### src/rtl/free_list.sv
// Circular free list of physical register tags for a 2-wide rename stage.
// Speculative head allocates, tail reclaims retired T_old tags, arch_head supports mispredict rewind.
module free_list #(
  parameter  int PREG_NUMBER = 64,
  parameter  int ARCH_NUMBER = 32,
  parameter  int TAG_W       = $clog2(PREG_NUMBER),
  localparam int FL_SIZE     = PREG_NUMBER - ARCH_NUMBER,
  localparam int IDX_W       = $clog2(FL_SIZE),
  localparam int PTR_W       = IDX_W + 1
) (
  input  logic             clk,
  input  logic             reset,
  input  logic             dispatch_en_i,
  input  logic             dispatch_size_i,
  input  logic [1:0]       retire_en_i,
  input  logic [TAG_W-1:0] T_old_i [2],
  input  logic             branch_mispredicted_i,
  output logic [TAG_W-1:0] freeReg_o [2],
  output logic             alloc_ok_o,
  output logic [1:0]       fl_status_o,
  output logic [PTR_W-1:0] free_count_o
`ifdef DEBUG
  ,
  output logic [IDX_W-1:0] head_debug,
  output logic [IDX_W-1:0] tail_debug
`endif
);

  localparam logic [1:0] ST_EMPTY    = 2'b00;
  localparam logic [1:0] ST_ONE_LEFT = 2'b01;
  localparam logic [1:0] ST_MORE     = 2'b10;

  logic [TAG_W-1:0] r_mem [FL_SIZE];
  logic [PTR_W-1:0] r_head;
  logic [PTR_W-1:0] r_arch_head;
  logic [PTR_W-1:0] r_tail;

  logic [PTR_W-1:0] w_count;
  logic [PTR_W-1:0] w_req;
  logic [PTR_W-1:0] w_nfree;
  logic [PTR_W-1:0] w_grant;
  logic [PTR_W-1:0] w_head_next;
  logic [IDX_W-1:0] w_head_idx;
  logic [IDX_W-1:0] w_head_p1_idx;
  logic [IDX_W-1:0] w_tail_idx;
  logic [IDX_W-1:0] w_tail_p1_idx;
  logic             w_alloc_ok;
  logic [PTR_W:0]   w_count_after;

  // Pointers carry a wrap bit, so the plain difference is the occupancy.
  assign w_count       = r_tail - r_head;
  assign w_head_idx    = r_head[IDX_W-1:0];
  assign w_head_p1_idx = w_head_idx + IDX_W'(1);
  assign w_tail_idx    = r_tail[IDX_W-1:0];
  assign w_tail_p1_idx = w_tail_idx + IDX_W'(1);

  assign w_req   = dispatch_en_i ? (dispatch_size_i ? PTR_W'(2) : PTR_W'(1)) : '0;
  assign w_nfree = PTR_W'(retire_en_i[0]) + PTR_W'(retire_en_i[1]);

  // All-or-nothing grant, judged against the current count only.
  assign w_alloc_ok = dispatch_en_i & (w_count >= w_req) & ~branch_mispredicted_i;
  assign w_grant    = w_alloc_ok ? w_req : '0;

  always_comb begin
    w_head_next = r_head + w_grant;
    if (branch_mispredicted_i) begin
      w_head_next = r_arch_head + w_nfree;
    end
  end

  always_ff @(posedge clk or negedge reset) begin
    if (!reset) begin
      for (int i = 0; i < FL_SIZE; i++) begin
        r_mem[i] <= TAG_W'(ARCH_NUMBER + i);
      end
      r_head      <= '0;
      r_arch_head <= '0;
      r_tail      <= PTR_W'(FL_SIZE);
    end else begin
      if (retire_en_i[0]) begin
        r_mem[w_tail_idx] <= T_old_i[0];
      end
      if (retire_en_i[1]) begin
        r_mem[w_tail_p1_idx] <= T_old_i[1];
      end
      r_head      <= w_head_next;
      r_arch_head <= r_arch_head + w_nfree;
      r_tail      <= r_tail + w_nfree;
    end
  end

  assign freeReg_o[0] = r_mem[w_head_idx];
  assign freeReg_o[1] = r_mem[w_head_p1_idx];
  assign alloc_ok_o   = w_alloc_ok;
  assign free_count_o = w_count;

  always_comb begin
    fl_status_o = ST_MORE;
    if (w_count == '0) begin
      fl_status_o = ST_EMPTY;
    end else if (w_count == PTR_W'(1)) begin
      fl_status_o = ST_ONE_LEFT;
    end
  end

`ifdef DEBUG
  assign head_debug = w_head_idx;
  assign tail_debug = w_tail_idx;
`endif

  // Every freed tag was allocated earlier, so the list can never exceed its capacity.
  assign w_count_after = {1'b0, w_count} - {1'b0, w_grant} + {1'b0, w_nfree};

  a_no_overflow : assert property (@(posedge clk) disable iff (!reset)
    w_count_after <= (PTR_W + 1)'(FL_SIZE));

  a_retire_order : assert property (@(posedge clk) disable iff (!reset)
    !(retire_en_i[1] && !retire_en_i[0]));

endmodule
### config.mk
export PLATFORM = sky130hd
export DESIGN_NAME = free_list
export DESIGN_NICKNAME = d
export VERILOG_FILES = /design/src/rtl/free_list.sv
export SDC_FILE = /design/constraint.sdc
export NUM_CORES = 1
export LEC_CHECK = 0
export CAP_MARGIN = 10
export CORE_ASPECT_RATIO = 1.4
export CORE_MARGIN = 1
export CORE_UTILIZATION = 50
export DETAILED_ROUTE_END_ITERATION = 8
export PLACE_DENSITY = 0.67
export SLEW_MARGIN = 0
export SYNTH_ARGS = -nofsm -noshare
export SYNTH_HDL_FRONTEND = slang
export SYNTH_SLANG_ARGS = --single-unit
### constraint.sdc
create_clock -name clk -period 4.7 [get_ports clk]
set_input_delay 1.175 -clock clk [delete_from_list [all_inputs] [get_ports clk]]
set_output_delay 1.175 -clock clk [all_outputs]
set_load 0.05 [all_outputs]
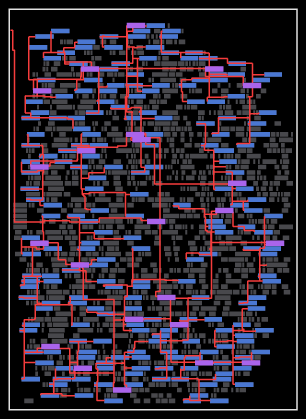
(clock distribution)
(2 px per um)
flip-flops -> blue  # count 210
clock wires -> red  # length 2980 um
clock-net drivers -> purple  # count 23
flops lie = all over the die
routed clock nets = 24

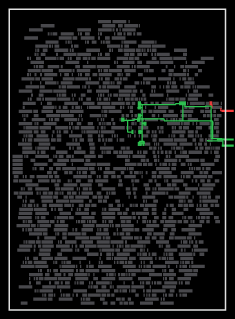
(nets reached from selected ports)
(1.5 px per um)
retire_en_i -> green  # bits 2, direction input, edge right, end cells 12, buffers 2, wire 242 um
alloc_ok_o -> red  # bits 1, direction output, edge right, end cells 1, buffers 1, wire 7.50 um

==> results_dict.tcl <==
# metrics dict for downstream scripts
set metrics [dict create \
    synth.cellmix.simpleShare 0.1140 \
    final_area_sq_um 15410 \
    tap_cells 365 \
    cp-end-kind "output port" \
    grtUsageTotal 0.3133 \
    crit_path_cell_trace "and2_1 -> a22o_1 -> nor3_1 -> a31oi_1 -> o221ai_1 -> clkdlybuf4s50_1" \
    critPathMaxStageDelay_ns 0.75 \
    final.setup.tns_ns 0 \
    fill_cells 2329 \
    p_sw_mw 6.252 \
    worstReg2RegStart "r_head[4]$_DFF_PN0_" \
    logic_gate_count 1001 \
    drtPass1Iterations 8 \
    nNetsFinal 1363 \
    dpl_worst_slack_ns 0.7092 \
    r2r_end "r_head[4]$_DFF_PN0_" \
    grt_use_met2 0.5290 \
    routed_via_density 6.307 \
    die_w_um 143.1 \
    worst-setup-path-type "register to output port" \
    min_to "r_arch_head[5]$_DFF_PN0_" \
    worstHoldPathType "register to register" \
    drt_iter0_drc 883 \
    flops 210 \
    power_density_nw_per_um2 924.3 \
    p_seq_mw 4.11 \
    mux_area_frac 0.3126 \
    inv_count 18 \
    synthXorXnorAreaFrac 0.01248 \
    wl_um 42790 \
    worst_pin_slew_ns 0.8741 \
    antenna_found_initial 0 \
    drv_cap 0 \
    syn_inst 1345 \
    switching_share 0.4388 \
    critPathLaunchType "register" \
    leakage_nw 6.557 \
    drive_above_1_share 0.2228 \
    path_max_fanout 14 \
    syn_area_sq_um 13940 \
    path_buffers 1 \
    ant_nets 0 \
    synthAdderAreaFrac 0.01921 \
    cts_sinks 210 \
    worstSetupEndpoint "freeReg_o[9]" \
    edf_count 0 \
    busiest_layer "met2" \
    hold_viol_final 0 \
    nClkBuffers 34 \
    yosys.area.top_type_share 0.2130 \
    topCombFamilyByArea "multiplexers" \
    seqPwrFrac 0.288 \
    cp-startpoint "r_head[2]$_DFF_PN0_" \
    whs_path_depth 1 \
    slowest_stage "clkdlybuf4s50_1" \
    core-area_sq_um 27090 \
    ys.flop_type "dfstp_2" \
    power_mw 14.25 \
    sh_comb_area 0.5150 \
    rsz0062_at_grt "false" \
    outcome "finished, final reports clean" \
    chipArea_sq_um 28560 \
    grt_pass1_wl_um 65350 \
    syn-num-nets 1383 \
    crit_required_ns 3.52 \
    wl_per_cell_um 25.06 \
    min_period_ns 4.535 \
    combGateArea_sq_um 7938 \
    drc_errors 0 \
    setup_viol 0 \
    top_cell "mux2i_1" \
    cts-resized-gates 0 \
    fin_ws_ns 0.1650 \
    gp_congestion 1.050 \
    synth_cell_type_count 54 \
    wl_met3_um 2702 \
    seq_share 0.3506 \
    yosys-top-cells-count "mux2i_1, nor2_1, a21oi_1" \
    io_pins 40 \
    hold_start "r_arch_head[5]$_DFF_PN0_" \
    portBuffers 39 \
    crit_family "AND-OR/OR-AND gates" \
]
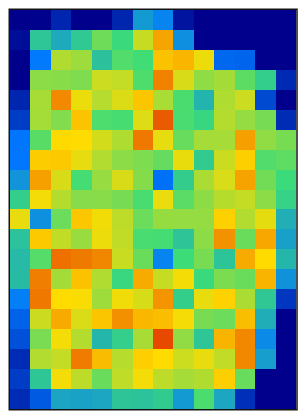
(placement density heat map)
(2 px per um) The die is cut into 14 by 20 equal tiles; dark blue is low, red is high, 0 to 100% covered.
nearly empty tiles = 9.3%
fullest tile = 92%
mean over tiles = 52%
emptiest ninth of the die = top right
tiles over 75% full = 18%

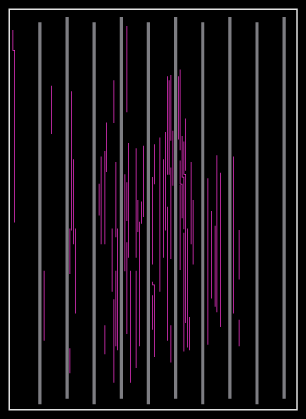
(M4 wires)
(2 px per um) Supply wires on this layer in grey.
wire length on this layer = 2740 um
share of all routed wire = 6.4%

[cell usage in the layout (no fill, tap or decap), types with 14 or more instances in the layout]
| cell | Yosys | routed |
|---|---|---|
| dfrtp_1 | 97 | 95 |
| nor2_1 | 176 | 176 |
| clkbuf_16 | 0 | 23 |
| buf_4 | 17 | 29 |
| mux2i_1 | 271 | 271 |
| nor2_4 | 14 | 14 |
| dfstp_2 | 113 | 113 |
| nand2_1 | 99 | 99 |
| inv_1 | 17 | 17 |
| ha_1 | 15 | 14 |
| clkdlybuf4s50_1 | 0 | 29 |
| a21oi_1 | 161 | 161 |
| o21ai_0 | 29 | 29 |
| mux4_2 | 72 | 72 |
[state kept, by name (all words and copies together) (netlist names)]
name and flops:
r_arch_head 6, r_head 6, r_mem 192, r_tail 6
